$ cat src/rtl/sap1_datapath_if.sv
// Signal bundle between the SAP-1 controller/programmer and the datapath.
// The controller changes ctrl_word_i and hltn_i on the falling edge so they are stable at the next rising edge.
interface sap1_datapath_if #(
  parameter int DATA_W = 8
);
  logic [11:0]       ctrl_word_i;
  logic              hltn_i;
  logic              prog_we_i;
  logic [3:0]        prog_addr_i;
  logic [DATA_W-1:0] prog_data_i;
  logic [3:0]        opcode_o;
  logic [DATA_W-1:0] out_o;
  logic [DATA_W-1:0] bus_o;
  logic              carry_o;
  logic              zero_o;
  logic              bus_conflict_o;

  modport master (
    output ctrl_word_i, hltn_i, prog_we_i, prog_addr_i, prog_data_i,
    input  opcode_o, out_o, bus_o, carry_o, zero_o, bus_conflict_o
  );

  modport slave (
    input  ctrl_word_i, hltn_i, prog_we_i, prog_addr_i, prog_data_i,
    output opcode_o, out_o, bus_o, carry_o, zero_o, bus_conflict_o
  );
endinterface

$ cat src/rtl/sap1_datapath.sv
// SAP-1 datapath: PC, MAR, 16-word RAM, IR, A, B, add/sub unit, OUT register and shared bus.
// All state updates on the rising edge when hltn_i is high; the RAM programming port ignores halt.
module sap1_datapath #(
  parameter int RAM_DEPTH = 16,
  parameter int DATA_W    = 8
) (
  input logic           clk_i,
  input logic           rstn_i,
  sap1_datapath_if.slave dp
);

  // Decoded control strobes, all active-high internally.
  logic incr_pc, pc_en, mar_load, ram_en, ir_load, ir_en;
  logic a_load, a_en, alu_en, alu_sub, b_load, out_load;

  assign incr_pc  =  dp.ctrl_word_i[0];
  assign pc_en    =  dp.ctrl_word_i[1];
  assign mar_load = ~dp.ctrl_word_i[2];
  assign ram_en   = ~dp.ctrl_word_i[3];
  assign ir_load  = ~dp.ctrl_word_i[4];
  assign ir_en    = ~dp.ctrl_word_i[5];
  assign a_load   = ~dp.ctrl_word_i[6];
  assign a_en     =  dp.ctrl_word_i[7];
  assign alu_en   =  dp.ctrl_word_i[8];
  assign alu_sub  =  dp.ctrl_word_i[9];
  assign b_load   = ~dp.ctrl_word_i[10];
  assign out_load = ~dp.ctrl_word_i[11];

  logic [3:0]        pc_q;
  logic [3:0]        mar_q;
  logic [DATA_W-1:0] ir_q;
  logic [DATA_W-1:0] a_q;
  logic [DATA_W-1:0] b_q;
  logic [DATA_W-1:0] out_q;
  logic              carry_q;
  logic              zero_q;
  logic              conflict_q;

  logic [DATA_W-1:0] mem [RAM_DEPTH];
  logic [DATA_W-1:0] ram_rd;

  // RAM has no reset; the programming port writes regardless of halt.
  always_ff @(posedge clk_i) begin
    if (dp.prog_we_i) begin
      mem[dp.prog_addr_i] <= dp.prog_data_i;
    end
  end

  assign ram_rd = mem[mar_q];

  // Subtract is A + ~B + 1, so bit DATA_W is carry for add and not-borrow for subtract.
  logic [DATA_W-1:0] b_opnd;
  logic [DATA_W:0]   alu_sum;

  assign b_opnd  = alu_sub ? ~b_q : b_q;
  assign alu_sum = {1'b0, a_q} + {1'b0, b_opnd} + {{DATA_W{1'b0}}, alu_sub};

  logic [DATA_W-1:0] bus;

  always_comb begin
    bus = '0;
    if (pc_en) begin
      bus = {{(DATA_W-4){1'b0}}, pc_q};
    end else if (ram_en) begin
      bus = ram_rd;
    end else if (ir_en) begin
      bus = {{(DATA_W-4){1'b0}}, ir_q[3:0]};
    end else if (a_en) begin
      bus = a_q;
    end else if (alu_en) begin
      bus = alu_sum[DATA_W-1:0];
    end
  end

  // Two or more bits set means two or more bus drivers.
  logic [4:0] drivers;
  logic       multi_drive;

  assign drivers     = {pc_en, ram_en, ir_en, a_en, alu_en};
  assign multi_drive = |(drivers & (drivers - 5'd1));

  always_ff @(posedge clk_i or negedge rstn_i) begin
    if (!rstn_i) begin
      pc_q       <= '0;
      mar_q      <= '0;
      ir_q       <= '0;
      a_q        <= '0;
      b_q        <= '0;
      out_q      <= '0;
      carry_q    <= 1'b0;
      zero_q     <= 1'b0;
      conflict_q <= 1'b0;
    end else if (dp.hltn_i) begin
      if (incr_pc)  pc_q  <= pc_q + 4'd1;
      if (mar_load) mar_q <= bus[3:0];
      if (ir_load)  ir_q  <= bus;
      if (b_load)   b_q   <= bus;
      if (out_load) out_q <= bus;
      if (a_load) begin
        a_q <= bus;
        // Flags track only ALU results written into A.
        if (alu_en) begin
          carry_q <= alu_sum[DATA_W];
          zero_q  <= (alu_sum[DATA_W-1:0] == '0);
        end
      end
      if (multi_drive) conflict_q <= 1'b1;
    end
  end

  assign dp.opcode_o       = ir_q[DATA_W-1 -: 4];
  assign dp.out_o          = out_q;
  assign dp.bus_o          = bus;
  assign dp.carry_o        = carry_q;
  assign dp.zero_o         = zero_q;
  assign dp.bus_conflict_o = conflict_q;

endmodule

$ cat src/flat_wrapper.sv
// flat-port wrapper written by rule: the top's interface ports become plain ports
module sap1_datapath_flat 
#(
  parameter int RAM_DEPTH = 16,
  parameter int DATA_W    = 8
)
  (clk_i, rstn_i, dp_ctrl_word_i, dp_hltn_i, dp_prog_we_i, dp_prog_addr_i, dp_prog_data_i, dp_opcode_o, dp_out_o, dp_bus_o, dp_carry_o, dp_zero_o, dp_bus_conflict_o);
  sap1_datapath_if #(.DATA_W(DATA_W)) dp_i ();
  input logic clk_i;
  input logic rstn_i;
  input wire logic [$bits(dp_i.ctrl_word_i)-1:0] dp_ctrl_word_i;
  input wire logic [$bits(dp_i.hltn_i)-1:0] dp_hltn_i;
  input wire logic [$bits(dp_i.prog_we_i)-1:0] dp_prog_we_i;
  input wire logic [$bits(dp_i.prog_addr_i)-1:0] dp_prog_addr_i;
  input wire logic [$bits(dp_i.prog_data_i)-1:0] dp_prog_data_i;
  output wire logic [$bits(dp_i.opcode_o)-1:0] dp_opcode_o;
  output wire logic [$bits(dp_i.out_o)-1:0] dp_out_o;
  output wire logic [$bits(dp_i.bus_o)-1:0] dp_bus_o;
  output wire logic [$bits(dp_i.carry_o)-1:0] dp_carry_o;
  output wire logic [$bits(dp_i.zero_o)-1:0] dp_zero_o;
  output wire logic [$bits(dp_i.bus_conflict_o)-1:0] dp_bus_conflict_o;
  assign dp_i.ctrl_word_i = dp_ctrl_word_i;
  assign dp_i.hltn_i = dp_hltn_i;
  assign dp_i.prog_we_i = dp_prog_we_i;
  assign dp_i.prog_addr_i = dp_prog_addr_i;
  assign dp_i.prog_data_i = dp_prog_data_i;
  assign dp_opcode_o = dp_i.opcode_o;
  assign dp_out_o = dp_i.out_o;
  assign dp_bus_o = dp_i.bus_o;
  assign dp_carry_o = dp_i.carry_o;
  assign dp_zero_o = dp_i.zero_o;
  assign dp_bus_conflict_o = dp_i.bus_conflict_o;
  sap1_datapath #(.RAM_DEPTH(RAM_DEPTH), .DATA_W(DATA_W)) u_core (.clk_i(clk_i), .rstn_i(rstn_i), .dp(dp_i));
endmodule
$ cat config.mk
export PLATFORM = sky130hd
export DESIGN_NAME = sap1_datapath_flat
export DESIGN_NICKNAME = d
export VERILOG_FILES = /design/src/rtl/sap1_datapath_if.sv /design/src/rtl/sap1_datapath.sv /design/src/flat_wrapper.sv
export SDC_FILE = /design/constraint.sdc
export NUM_CORES = 1
export LEC_CHECK = 0
export CAP_MARGIN = 20
export CORE_MARGIN = 2
export CORE_UTILIZATION = 40
export DETAILED_ROUTE_END_ITERATION = 7
export GPL_ROUTABILITY_DRIVEN = 0
export MAX_ROUTING_LAYER = met4
export SYNTH_ARGS = -nofsm -noshare
export SYNTH_HDL_FRONTEND = slang
export SYNTH_SLANG_ARGS = --single-unit
$ cat constraint.sdc
create_clock -name clk_i -period 8.5 [get_ports clk_i]
set_input_delay 1.7 -clock clk_i [delete_from_list [all_inputs] [get_ports clk_i]]
set_output_delay 1.7 -clock clk_i [all_outputs]
set_load 0.05 [all_outputs]
### Placement by cell class, run 1

Drawn at 3 px/µm. Fill, decap, tap and diode cells in gray.
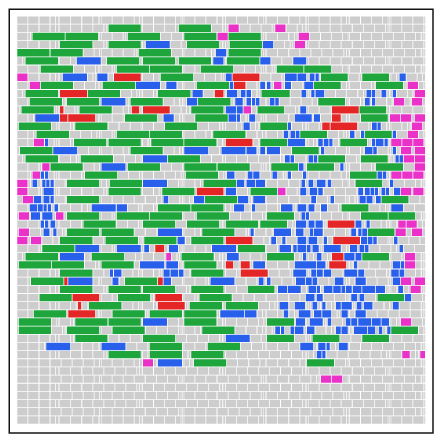
legend:
  flip-flops:
    color: green
    cells: 171
  all other logic:
    color: blue
    cells: 303
  clock drivers and dummy loads:
    color: red
    cells: 32
  other buffers and delay cells:
    color: magenta
    cells: 59
end-of-flow core utilization: 47.2%
core footprint: 18500 µm²
# rows: 50

### Sequential cells grouped by signal name, run 1

Drawn at 3 px/µm. Other sequential cells in the stronger gray, the rest of the logic in the fainter gray.
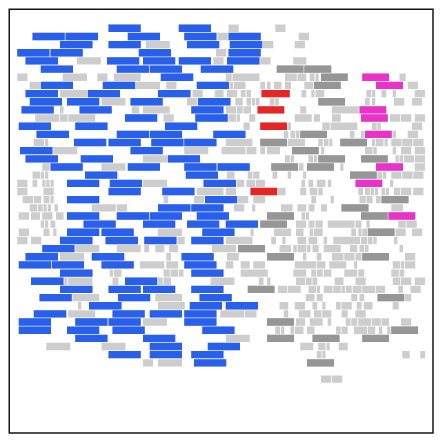
legend:
  u_core.mar_q:
    color: red
    sequential_cells: 4
  u_core.mem:
    color: blue
    sequential_cells: 128
  u_core.dp.out_o:
    color: magenta
    sequential_cells: 8
FF/Latch Area: 4920 µm²
sequential power: 1.05 mW
Seq area share: 56.3%

==> impl_metrics.env, run 1 <==
# implementation run metrics
export IMPL_status="completed"
export IMPL_warning_count=26
export IMPL_syn_cell_area_um2=7480
export IMPL_rsz0062_at_grt="no"
export IMPL_io_pins=51
export IMPL_yosysUniqueCellTypes=55
export IMPL_drv_cap=0
export IMPL_r2r_cells=6
export IMPL_drv_slew=0
export IMPL_routedWlPerCell_um=20.7
export IMPL_r2r_start="u_core.mar_q[0]"
export IMPL_path_class="in -> out"
export IMPL_met1_usage_pct=23.0
export IMPL_slew_headroom_pct=34.6
export IMPL_h_tree_depth=4
export IMPL_intPower_mw=1.66
export IMPL_power_mw=2.50
export IMPL_reg2reg_to="u_core.ir_q[1]"
export IMPL_syn_inst=500
export IMPL_timing_setup_tns_ns=0
export IMPL_numCtsBuffers=17
export IMPL_swShare_pct=33.5
export IMPL_cts_sinks=171
export IMPL_min_from="u_core.pc_q[3]"
export IMPL_die_height_um=141
export IMPL_vdd_ir_drop_max_uv=151
export IMPL_layout_cells_non_filler=799
export IMPL_ys_seq_share_pct=65.8
export IMPL_skew_ns=0.00875
export IMPL_crit_start="dp_ctrl_word_i[9]"
export IMPL_clockBufferDepth=2
export IMPL_antenna_cells=0
export IMPL_grt_usage_pct=18.0
export IMPL_ctsHoldBuffers=0
export IMPL_antenna_found_initial=0
export IMPL_p_comb_mw=0.734
export IMPL_critPathTopFamily="buffers and inverters"
export IMPL_p_clk_mw=0.710
export IMPL_timing_critical_path_buf_inv=2
export IMPL_cts_repair_resize_count=0
export IMPL_yosys_warnings=0
export IMPL_dp_cells=765
export IMPL_drtIter0Drc=331
export IMPL_top_cells_by_count="edfxtp_1, nand2_1, dfrtp_1, mux4_2, nor2_1"
export IMPL_dp_hpwl_um=11100
export IMPL_vias=4347
export IMPL_whs_endpoint="u_core.pc_q[3]"
export IMPL_max_freq_ghz=0.143
export IMPL_dr_pass1_iters=4
export IMPL_wl_met3_um=747
export IMPL_cts_tree="yes"
export IMPL_crit_path_cell_trace="clkdlybuf4s50_1 > mux2_2 > fa_1 > a21o_1 > a221oi_1 > xnor2_1 > o311a_1 > nor2_1 > clkdlybuf4s50_1"
export IMPL_clockRootBuffer="clkbuf_16"
export IMPL_wirelength_met1_um=6980
export IMPL_fin_ws_ns=1.50
export IMPL_tightest_slew_ns=0.978
export IMPL_postPlaceCellArea_um2=8190
export IMPL_syn_nets=537
export IMPL_portBuffers=50
export IMPL_dieWidth_um=141
export IMPL_crit_cells=9
export IMPL_setup_viol=0
export IMPL_p_sw_mw=0.836
export IMPL_async_flop_share_pct=25.1
export IMPL_area_growth_synth_to_final_pct=17.0
export IMPL_synth_stat_cells=500
export IMPL_critPathCaptureType="primary output"
### Routing congestion map, run 1

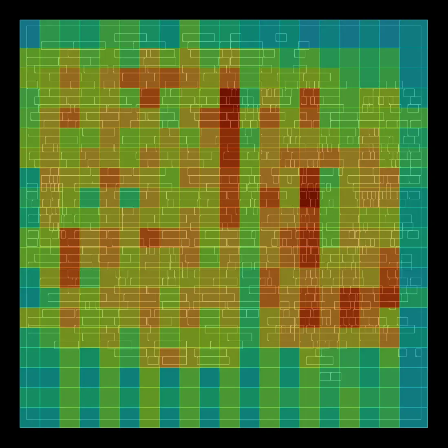
GRT Max-Usage Layer: met2
met3 Usage GRT: 4.04%

## run 1: state kept, by name (all words and copies together) (netlist names)
signal                    cells
u_core.mem                  128
u_core.a_q                    8
u_core.b_q                    8
u_core.dp.out_o               8
u_core.ir_q                   8
u_core.mar_q                  4
u_core.pc_q                   4
u_core.dp.bus_conflict_o      1
u_core.dp.carry_o             1
u_core.dp.zero_o              1
## run 1: cell families (layout without fill, tap and decap cells)
logic type / after synthesis / count (layout) / synth area share [%]
flops: 171 / 171 / 65.8
simple gates: 128 / 128 / 8.35
compound gates: 84 / 84 / 7.91
mux: 55 / 55 / 12.0
buf+inv: 37 / 102 / 2.44
xor+xnor: 16 / 16 / 1.87
fa+ha+maj: 9 / 9 / 1.61
## run 1: worst register-to-register path: stages (launching register included)
cell	delay [ns]
dfrtp_2	0.92
buf_4	0.44
mux4_2	0.54
mux2_2	0.30
a22o_1	0.20
o22ai_2	0.34
o21ai_0	0.19
## run 1: cell usage in the layout (no fill, tap or decap), types with 9 or more instances in the layout
cell type / netlist / layout
edfxtp_1: 128 / 128
clkdlybuf4s50_1: 0 / 49
nand2_1: 44 / 44
dfrtp_1: 43 / 42
mux4_2: 27 / 27
nor2_1: 26 / 26
mux2i_1: 19 / 19
o21ai_0: 18 / 18
clkbuf_16: 0 / 17
nand2b_1: 16 / 16
o21ai_1: 13 / 13
inv_1: 11 / 11
mux2_2: 9 / 9
a21oi_1: 9 / 9
## run 1: layout make-up
cell class	instances	area [µm²]	area share (%)
well taps	234	293	3.35
clock inverters	15	120	1.37
multi-input cells	292	2390	27.3
flip-flops and latches	171	4920	56.3
inverters	11	41.3	0.472
repair buffers	59	561	6.41
clock buffers	17	425	4.86
### Clock wires, drivers and flops, run 1

Drawn at 4 px/µm.
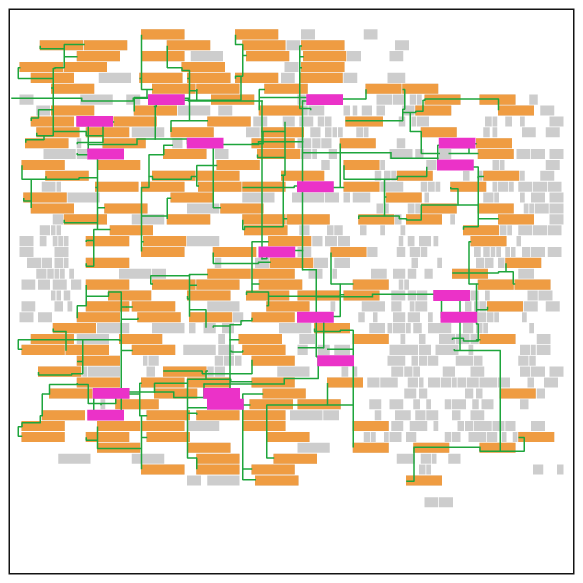

## Run 2: what changed since run 1
Clock period 8.5 ns to 6.45 ns, I/O delays scaled along.
### Clock wires, drivers and flops, run 2

Drawn at 4 px/µm.
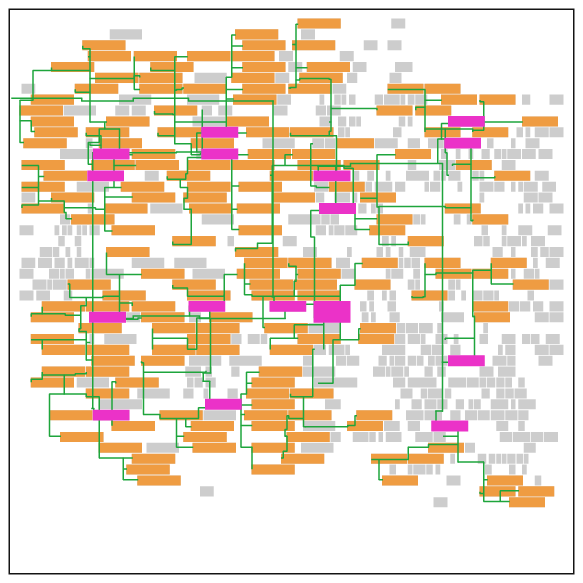
legend:
  flip-flops:
    color: orange
    count: 171
  cells driving clock nets:
    color: magenta
    count: 17
  clock wires:
    color: green
    length: 1960 µm
flops lie: all over the die
routed clock nets: 18
clk ins delay skew pair: 0.43 ns
P_clk: 1.02 mW
clock share of power: 30.0%
Setup Skew: 0.00792 ns

### Supply network, run 2

Drawn at 3 px/µm. Pins as bars on the die edge.
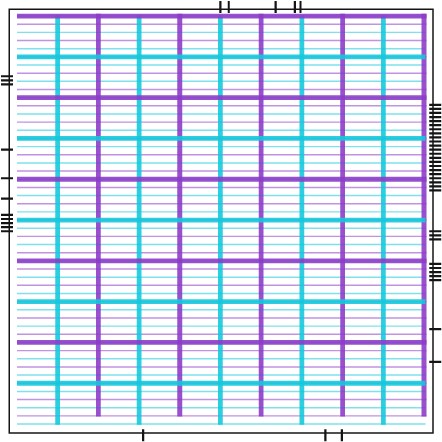
legend:
  VDD:
    color: purple
  VSS:
    color: cyan
rows: 50
met4 straps: 10
signal pins: 51
Max VDD drop: 286 µV
Die W: 141 µm
Die H: 141 µm

==> impl_metrics.env, run 2 <==
# implementation run metrics
export IMPL_largest_register="u_core.mem"
export IMPL_syn_cell_area_um2=7480
export IMPL_top_cells_by_count="edfxtp_1, nand2_1, dfrtp_1, mux4_2, nor2_1"
export IMPL_grt_usage_pct=18.2
export IMPL_h_tree_depth=4
export IMPL_avgSynthCellArea_um2=15.0
export IMPL_drt_total_wl_um=16700
export IMPL_path_class="in -> out"
export IMPL_routedWlPerCell_um=20.9
export IMPL_vias=4428
export IMPL_design_core_area_um2=18500
export IMPL_yosys_area_um2=7480
export IMPL_warning_count=26
export IMPL_rsz0062_at_grt="no"
export IMPL_status="completed"
export IMPL_cp_required_ns=5.16
export IMPL_largest_reg_flops=128
export IMPL_setup_viol=0
export IMPL_area_growth_synth_to_final_pct=17.6
export IMPL_max_freq_ghz=0.162
export IMPL_clockBufferDepth=2
export IMPL_grt_pass1_vias=4589
export IMPL_dp_hpwl_um=11300
export IMPL_fin_ws_ns=0.274
export IMPL_synth_seq_cells=171
export IMPL_synth_stat_cells=500
export IMPL_syn_inst=500
export IMPL_layout_cells_non_filler=800
export IMPL_numCtsBuffers=17
export IMPL_ctsHoldBuffers=0
export IMPL_critPathMaxStageDelay_ns=0.83
export IMPL_dr_pass1_iters=5
export IMPL_antenna_cells=0
export IMPL_async_flop_share_pct=25.1
export IMPL_yosys_warnings=0
export IMPL_grt_overflow=0
export IMPL_crit_path_cell_trace="clkdlybuf4s50_1 > xor2_1 > ha_1 > a21o_1 > a221o_1 > a2111oi_0 > nor4_2 > nor2_1 > clkdlybuf4s50_1"
export IMPL_cp_data_arrival_time_ns=4.89
export IMPL_dieArea_um2=19800
export IMPL_p_per_area_nw_per_um2=386
export IMPL_lay_top_cells="edfxtp_1, clkdlybuf4s50_1, nand2_1"
export IMPL_min_period_ns=6.18
export IMPL_drtIter0Drc=339
export IMPL_timing_setup_tns_ns=0
export IMPL_drv_slew=0
export IMPL_power_mw=3.39
export IMPL_synth_most_common_cell="edfxtp_1"
export IMPL_viasPerCell=5.54
export IMPL_slew_headroom_pct=29.7
export IMPL_edf_count=128
export IMPL_critPathMaxFanout=8
export IMPL_dp_cells=768
export IMPL_area_leaders="edfxtp_1, dfrtp_1, mux4_2, mux2i_1, nand2_1"
export IMPL_cts_tree="yes"
export IMPL_layout_top_cell="edfxtp_1"
export IMPL_layout_drive_gt1_share_pct=15.9
export IMPL_hp_class="reg -> reg"
export IMPL_critPathTopFamily="buffers and inverters"
export IMPL_ys_seq_share_pct=65.8
export IMPL_p_leak_nw=3.12
export IMPL_postPlaceCellArea_um2=8210
export IMPL_post_route_period_util_pct=95.7
export IMPL_cts_repair_resize_count=0
export IMPL_pre_cts_ws_ns=0.381
export IMPL_placementRows=50
export IMPL_antenna_found_initial=0
export IMPL_cts_setup_buffers=0
export IMPL_syn_nets=537
export IMPL_drv_cap=0
export IMPL_io_pins=51
export IMPL_timing_critical_path_buf_inv=2
export IMPL_fin_nets=590
export IMPL_portBuffers=50
export IMPL_whs_ns=0.472
export IMPL_tightest_slew_ns=1.03
export IMPL_slowest_stage="clkdlybuf4s50_1"
export IMPL_grt_first_pass_wirelength_um=26000
export IMPL_fp_util_pct=40.4
export IMPL_ff_type="edfxtp_1"
export IMPL_yosysUniqueCellTypes=55
export IMPL_cts_sinks=171
export IMPL_clockRootBuffer="clkbuf_16"
export IMPL_critPathCaptureType="primary output"
### Placement by cell class, run 2

Drawn at 3 px/µm. Fill, decap, tap and diode cells in gray.
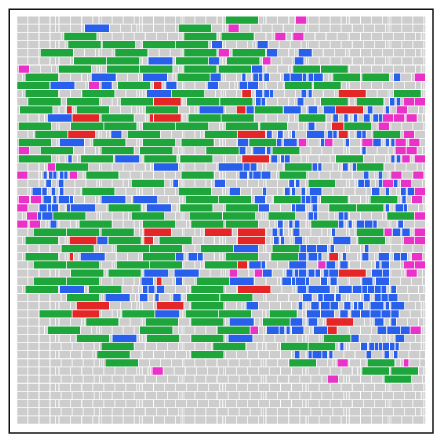
legend:
  clock drivers and dummy loads:
    color: red
    cells: 32
  all other logic:
    color: blue
    cells: 303
  other buffers and delay cells:
    color: magenta
    cells: 60
  flip-flops:
    color: green
    cells: 171
Seq area share: 56.0%
end-of-flow core utilization: 47.5%
Post-Layout Inst Area: 8790 µm²

-- run 2: cell counts after synthesis --
Identical to the previous run, type by type.
-- run 2: report_power, final --
part           switching [mW]  internal (mW)  total (mW)
Clock                   0.439          0.579        1.02
Combinational           0.544          0.419       0.964
Sequential              0.131           1.28        1.41
-- run 2: layer usage --
metal,share of wire (%),global-route usage [%],vias to the layer above
met1,42,21.8,2237
met4,2.5,7.74,0
met3,5.1,3.16,30
met5,0,-,-
met2,51,30.7,133
li1,-,-,2028
-- run 2: cells by family (layout without fill, tap and decap cells) --
family                     count (synthesis)  after routing  share of synthesized area (%)
AOI/OAI and AO/OA                         84             84                           7.91
DFF                                      171            171                           65.8
adders and majority gates                  9              9                           1.61
buffers and inverters                     37            103                           2.44
muxes                                     55             55                           12.0
and+or+nand+nor                          128            128                           8.35
xor gates and xnor gates                  16             16                           1.87
-- run 2: area by class of cell --
type                       count  area [µm²]
fill                        1610        9730
sequential                   171        4920
multi-input combinational    292        2390
timing repair buffer          60         568
clock buffer                  18         429
tap                          234         293
clock inverter                14         154
inverter                      11        41.3
-- run 2: final timing paths --
check	start	to	slack, ns	cells after the start
worst max-delay path	dp_ctrl_word_i[9]	dp_bus_o[7]	0.27	9
worst min-delay path	u_core.pc_q[3]	u_core.pc_q[3]	0.47	1
worst max register to register	u_core.mar_q[1]	u_core.a_q[5]	3.48	5
worst min register to register	u_core.pc_q[3]	u_core.pc_q[3]	0.47	1
max in group asynchronous	rstn_i	u_core.mar_q[0]	4.79	1
min in group asynchronous	rstn_i	u_core.a_q[7]	1.01	1
Power is estimated from default activity; no workload was simulated.
